**config.mk**
```make
export PLATFORM = sky130hd
export DESIGN_NAME = mem_store_seq
export DESIGN_NICKNAME = d
export VERILOG_FILES = /design/src/rtl/store_pkg.sv /design/src/rtl/store_lane_gen.sv /design/src/rtl/mem_store_seq.sv
export SDC_FILE = /design/constraint.sdc
export NUM_CORES = 1
export LEC_CHECK = 0
export CAP_MARGIN = 40
export CELL_PAD_IN_SITES_DETAIL_PLACEMENT = 1
export CELL_PAD_IN_SITES_GLOBAL_PLACEMENT = 1
export CORE_MARGIN = 1
export CORE_UTILIZATION = 40
export DETAILED_ROUTE_END_ITERATION = 12
export PLACE_DENSITY_LB_ADDON = 0.12
export REMOVE_ABC_BUFFERS = 1
export SLEW_MARGIN = 15
export SYNTH_ARGS = -nofsm -noshare
export SYNTH_HDL_FRONTEND = slang
export SYNTH_SLANG_ARGS = --single-unit
```
**constraint.sdc**
```tcl
create_clock -name clk -period 8.7 [get_ports clk]
set_input_delay 0.87 -clock clk [delete_from_list [all_inputs] [get_ports clk]]
set_output_delay 0.87 -clock clk [all_outputs]
set_load 0.01 [all_outputs]
```
**src/rtl/store_pkg.sv**
```systemverilog
// store_pkg
// Shared definitions for the store sequencer: request size encodings,
// sequencer state encodings, the split counter width and the base
// byte-mask helper used by the lane generator.
package store_pkg;

    // Request size encodings carried on req_size.
    typedef enum logic [1:0] {
        SIZE_B   = 2'b00,
        SIZE_H   = 2'b01,
        SIZE_W   = 2'b10,
        SIZE_RSV = 2'b11
    } size_e;

    // Sequencer states.
    typedef enum logic [1:0] {
        ST_IDLE   = 2'b00,
        ST_FIRST  = 2'b01,
        ST_SECOND = 2'b10
    } state_e;

    localparam int SPLIT_CNT_W = 16;
    localparam logic [SPLIT_CNT_W-1:0] SPLIT_CNT_MAX = '1;

    // Unshifted byte-enable pattern for a store of the given size.
    // The reserved encoding enables no bytes.
    function automatic logic [3:0] base_mask(input logic [1:0] size);
        logic [3:0] m;
        case (size)
            SIZE_B:  m = 4'b0001;
            SIZE_H:  m = 4'b0011;
            SIZE_W:  m = 4'b1111;
            default: m = 4'b0000;
        endcase
        return m;
    endfunction

endpackage

```
**src/rtl/store_lane_gen.sv**
```systemverilog
// store_lane_gen
// Purely combinational lane placement for a store request. The byte
// mask and the right-justified data are shifted by the byte offset into
// an 8-lane / 64-bit window spanning the addressed word and the next one.
// Ports:
//   size  - request size encoding (store_pkg::size_e values)
//   off   - byte offset within the word (addr[1:0])
//   data  - right-justified store data
//   m8    - byte enables for the two-word window, [3:0] first word
//   d64   - lane-shifted data for the two-word window, [31:0] first word
module store_lane_gen
    import store_pkg::*;
(
    input  logic [1:0]  size,
    input  logic [1:0]  off,
    input  logic [31:0] data,
    output logic [7:0]  m8,
    output logic [63:0] d64
);

    logic [3:0] base;

    always_comb begin
        base = base_mask(size);
        m8   = {4'b0000, base} << off;
        d64  = {32'h0, data} << {off, 3'b000};
    end

endmodule

```
**src/rtl/mem_store_seq.sv**
```systemverilog
// mem_store_seq
// Converts byte/half/word store requests at arbitrary byte addresses into
// one or two word-aligned memory writes with per-byte enables. A store
// that crosses a word boundary is split into a FIRST write (lower word)
// and a SECOND write (next word, address wraps modulo 2^32).
// Ports:
//   clk, rst                         - clock, asynchronous active-high reset
//   req_valid/req_ready              - request handshake (ready only in IDLE)
//   req_size, req_addr, req_data     - store request fields
//   mem_wvalid/mem_wready            - memory write handshake
//   mem_waddr, mem_wdata, mem_wbe    - word-aligned write, lane data, enables
//   done                             - one-cycle pulse after store completion
//   split_cnt                        - saturating count of split stores
module mem_store_seq
    import store_pkg::*;
(
    input  logic                   clk,
    input  logic                   rst,
    input  logic                   req_valid,
    output logic                   req_ready,
    input  logic [1:0]             req_size,
    input  logic [31:0]            req_addr,
    input  logic [31:0]            req_data,
    output logic                   mem_wvalid,
    input  logic                   mem_wready,
    output logic [31:0]            mem_waddr,
    output logic [31:0]            mem_wdata,
    output logic [3:0]             mem_wbe,
    output logic                   done,
    output logic [SPLIT_CNT_W-1:0] split_cnt
);

    state_e      state;
    logic [7:0]  lane_m8;
    logic [63:0] lane_d64;
    // Upper half of the lane window, held for the SECOND write.
    logic [3:0]  hi_be;
    logic [31:0] hi_data;

    // Lanes are computed from the live request so the FIRST write can be
    // registered directly at acceptance, one cycle after the handshake.
    store_lane_gen u_lane_gen (
        .size (req_size),
        .off  (req_addr[1:0]),
        .data (req_data),
        .m8   (lane_m8),
        .d64  (lane_d64)
    );

    always_ff @(posedge clk or posedge rst) begin
        if (rst) begin
            state      <= ST_IDLE;
            req_ready  <= 1'b1;
            mem_wvalid <= 1'b0;
            mem_waddr  <= 32'h0;
            mem_wdata  <= 32'h0;
            mem_wbe    <= 4'h0;
            done       <= 1'b0;
            split_cnt  <= '0;
            hi_be      <= 4'h0;
            hi_data    <= 32'h0;
        end else begin
            done <= 1'b0;
            case (state)
                ST_IDLE: begin
                    if (req_valid) begin
                        if (req_size == SIZE_RSV) begin
                            // Reserved size: accepted and completed, no write.
                            done <= 1'b1;
                        end else begin
                            state      <= ST_FIRST;
                            req_ready  <= 1'b0;
                            mem_wvalid <= 1'b1;
                            mem_waddr  <= {req_addr[31:2], 2'b00};
                            mem_wbe    <= lane_m8[3:0];
                            mem_wdata  <= lane_d64[31:0];
                            hi_be      <= lane_m8[7:4];
                            hi_data    <= lane_d64[63:32];
                        end
                    end
                end
                ST_FIRST: begin
                    if (mem_wready) begin
                        if (hi_be != 4'h0) begin
                            state     <= ST_SECOND;
                            mem_waddr <= mem_waddr + 32'd4;
                            mem_wbe   <= hi_be;
                            mem_wdata <= hi_data;
                            if (split_cnt != SPLIT_CNT_MAX) begin
                                split_cnt <= split_cnt + 1'b1;
                            end
                        end else begin
                            state      <= ST_IDLE;
                            req_ready  <= 1'b1;
                            mem_wvalid <= 1'b0;
                            mem_waddr  <= 32'h0;
                            mem_wdata  <= 32'h0;
                            mem_wbe    <= 4'h0;
                            done       <= 1'b1;
                        end
                    end
                end
                ST_SECOND: begin
                    if (mem_wready) begin
                        state      <= ST_IDLE;
                        req_ready  <= 1'b1;
                        mem_wvalid <= 1'b0;
                        mem_waddr  <= 32'h0;
                        mem_wdata  <= 32'h0;
                        mem_wbe    <= 4'h0;
                        done       <= 1'b1;
                    end
                end
                default: begin
                    state      <= ST_IDLE;
                    req_ready  <= 1'b1;
                    mem_wvalid <= 1'b0;
                    mem_waddr  <= 32'h0;
                    mem_wdata  <= 32'h0;
                    mem_wbe    <= 4'h0;
                end
            endcase
        end
    end

endmodule

```
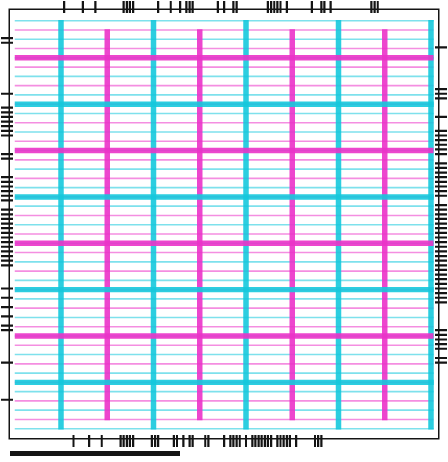
*Supply network*
The bar under the picture is 50 microns long. Pins as bars on the die edge.
- VSS: cyan
- VDD: magenta
- rows: 44
- met1 rails: 45
- met5 straps: 8
- signal pins: 157
die height: 126 microns
Die Span X: 126 microns

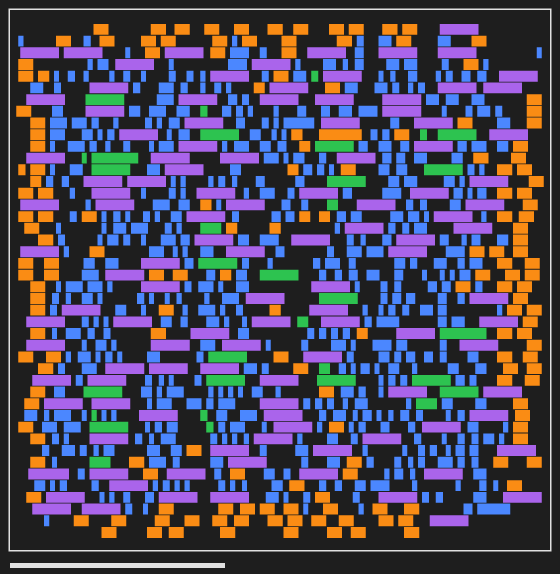
*Placement by cell class*
The bar under the picture is 50 microns long.
- all other logic: blue (cells 510; share of their area 38%)
- other buffers and delay cells: orange (cells 169; share of their area 20%)
- clock drivers and dummy loads: green (cells 32; share of their area 7.1%)
- flip-flops: purple (cells 114; share of their area 35%)
Seq area share: 34.0%
Core Rows: 44

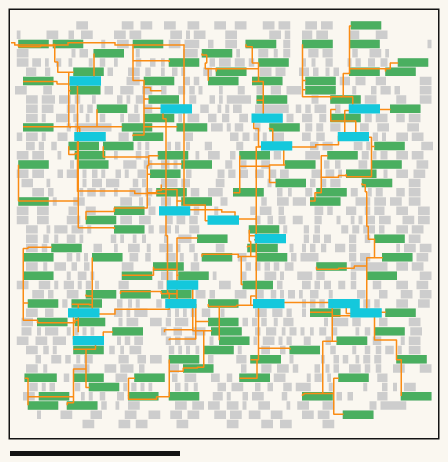
*Routed clock nets over the placement*
The bar under the picture is 50 microns long.
- flip-flops: green (count 114)
- cells driving clock nets: cyan (count 17)
- clock wires: orange (length 1,640 microns)
- routed clock nets: 18
skew final: 0.0108 ns
clock network power share: 25.7%
Worst-Skew Late Latency: 0.41 ns

==> qor.csv <==
metric;value;unit
Synth warnings;0;
Vias/cell;5.95;
Hold Buf Count CTS;0;
comb area leader;AND-OR/OR-AND gates;
OpenROAD warning count;26;
Min-Delay Endpoint;hi_data[20];
n_diodes;0;
Pre-Place Util;41.5;%
failing checks;design-rule violations;
Placeable Area;0.0147;sq mm
chip area;0.0158;sq mm
Unique cell types;51;
# fillers;1658;
Slew headroom;48.0;%
hpwl dp;13600;microns
Detailed Route WL;20800;microns
via count;6006;
dominant cell type by area after synthesis;dfrtp_1;
crit-path leading delay family;buffers and inverters;
wire length per cell;20.6;microns
hold path cells;2;
Seq share, synth;46.7;%
Post-synth ARST share;100;%
top cells by area;dfrtp_1 46%, o21ai_0 7.2%, nand2_1 6.5%, a22oi_1 4.4%, mux2i_1 3.3%;
r2r startpoint;state[0];
clk slew on worst S/H paths;0.05;ns
Comb area;0.00304;sq mm
port bufs;154;
WP data required;8.99;ns
H-Tree Depth;4;
Synth Cell Area;0.00611;sq mm
Yosys reg bits;114;
CTS tree;done;
crit path max fanout;71;
Gates resized, CTS repair;0;
Max IR drop VDD;0.148;mV
yosys xor share;2.58;%
dominant register cell;dfrtp_1;
layout cells sized above 1;9.09;%
cells along the critical path;clkdlybuf4s50_1 > ha_1 > nor2b_1 > o21a_1 > o22ai_4 > buf_4 > o21ai_0 > o311ai_0;
Flop area;0.00285;sq mm
Post-DP Area;0.00781;sq mm
crit path DAT;3.06;ns
PwrDens;318;mW/mm^2
largest net degree at the start of global routing;72;
GR Util All Layers;27.3;%
worst reg-to-reg path cell count;6;
Syn Area/Cell;9.05;sq um
FF-to-FF End;split_cnt[14];
Residual DRC;12;
CP endpoint kind;register;
Final Cell Area;0.00840;sq mm
Simple-Gate Area Share;19.5;%
CP Buf/Inv Count;2;
Top cell area share;46.3;%
Complex Gates by Area;20.0;%
Worst-Margin Slew;0.779;ns
Slowest-stage cell, CP;buf_4;
reg-to-reg slack, setup;6.16;ns
initial drt markers;407;
CP max stage delay;0.66;ns
vias in the first global route;6459;
critical path launch point;req_size[1];
setup_tns;0;ns
ANT nets after route;0;
fin nets;886;
antenna violations before repair;0;
Placer Congestion;0.844;
CP startpoint kind;primary input;
Tmin final;2.77;ns
Boundary Pins;157;
post-CTS setup buffer count;0;
Mux area share;6.41;%
Slew Viols, Final;0;
outcome;finished, violations left;
final hold violations;0;
First-pass DRT Iterations;10;
Max clock buf depth;2;
total gr overflow;0;
clock sink count;114;
RSZ-0062 raised after global routing;false;
Post-Synthesis Cells;675;
Adder Share, Synth;0.820;%
ys cells;675;
hold crit path type;register to register;
CTS buffer count;17;
Max Cap Violations;0;
period utilisation layout;31.9;%
min-delay src;hi_data[20];
final setup violation count;0;
first-pass GRT wire length;33800;microns
Synth-to-Final Area Change;37.6;%
total leakage power;3.44;nW
CTS root buffer;clkbuf_16;
Fmax;361;MHz
type of the worst setup path;primary input to register;
yosys synthesis chip area;0.00611;sq mm
EDFF count, synth;0;
==> metrics by stage <==
step	util (%)	setup WS (ns)	power, mW	instances	hold slack [ns]
6_report	57.2	5.93	2.67	1009	0.479
5_1_grt	57.2	5.73	2.82	1009	0.495
4_1_cts	57.1	5.93	2.68	1008	0.483
3_5_place_dp	53.2	5.48	1.98	976	0.469
3_3_place_gp	52.8	5.62	1.92	972	0.452
2_1_floorplan	-	4.82	1.38	624	0.439
==> cells by family (layout without fill, tap and decap cells) <==
family	count (synthesis)	count (layout)
xor gates and xnor gates	18	18
buffers and inverters	59	208
DFF	114	114
other	1	2
and+or+nand+nor	248	248
muxes	37	37
AOI/OAI and AO/OA	194	194
adders and majority gates	4	4
==> worst max-delay path by stage <==
stage	end	cells past startpoint
after global routing	mem_waddr[29]	8
after detailed placement	mem_waddr[29]	8
after CTS	mem_wbe[3]	8
final	mem_waddr[29]	8
after floorplan	done	1
after global placement	mem_wbe[3]	8
==> cell usage in the layout, fill, tap and decap left out, types with 6 or more instances in the layout <==
cell               n
dfrtp_1          113
buf_4             14
a221oi_1           9
inv_1              6
nor2_1            46
nor4_1             7
a22o_1             9
a22oi_1           36
o211ai_1          12
mux2i_1           20
o21ai_0           88
nand2_1          105
nand4_1           18
clkdlybuf4s50_1  153
xnor2_1           13
nor2b_1            6
and2_1             7
nand3_1           29
a21oi_1           19
mux2_2            17
clkbuf_16         17
==> report_power, final <==
group	switching (mW)	internal [mW]	total, mW	leakage, nW
Sequential	0.221	0.728	0.950	1.49
Combinational	0.563	0.470	1.03	1.67
Clock	0.246	0.441	0.687	0.282
Total	1.03	1.64	2.67	3.44
==> worst reg2reg max path, cell delays in order, from the launching register on <==
cell and delay (ns):
dfrtp_1 0.60, nor2b_1 0.56, nand3_1 0.18, buf_4 0.28, nor3b_2 0.47, nand3_1 0.17
xnor2_1 0.16
==> registers in the layout, summed over array words and instances, names as in the netlist <==
signal,count
req_ready,1
done,1
split_cnt,16
mem_wdata,32
hi_data,24
mem_waddr,30
hi_be,3
state,2
mem_wvalid,1
mem_wbe,4
==> cell usage after synthesis (13+ instances only) <==
master / count
nor2_1: 47
xnor2_1: 13
a21oi_1: 19
nand2_1: 105
a22oi_1: 36
nand4_1: 18
clkbuf_1: 42
o21ai_0: 88
dfrtp_1: 113
mux2i_1: 20
nand3_1: 29
mux2_2: 17
==> routing by layer <==
| layer | up-vias | share of wire, % | GRT usage (%) |
|---|---|---|---|
| met1 | 3058 | 42 | 33.3 |
| met3 | 27 | 4.7 | 6.16 |
| met5 | - | 0 | 0 |
| met2 | 190 | 51 | 47.2 |
| li1 | 2731 | - | - |
| met4 | 0 | 1.6 | 9.54 |
==> final cells by class <==
type | instances | area share (%)
inverters | 7 | 0.342
repair buffers | 169 | 19.9
flip-flops and latches | 114 | 34.0
well taps | 184 | 2.74
multi-input cells | 503 | 36.2
clock buffers | 22 | 5.64
clock inverters | 10 | 1.28
No activity file was given, so power comes from the tool's default toggle rates.
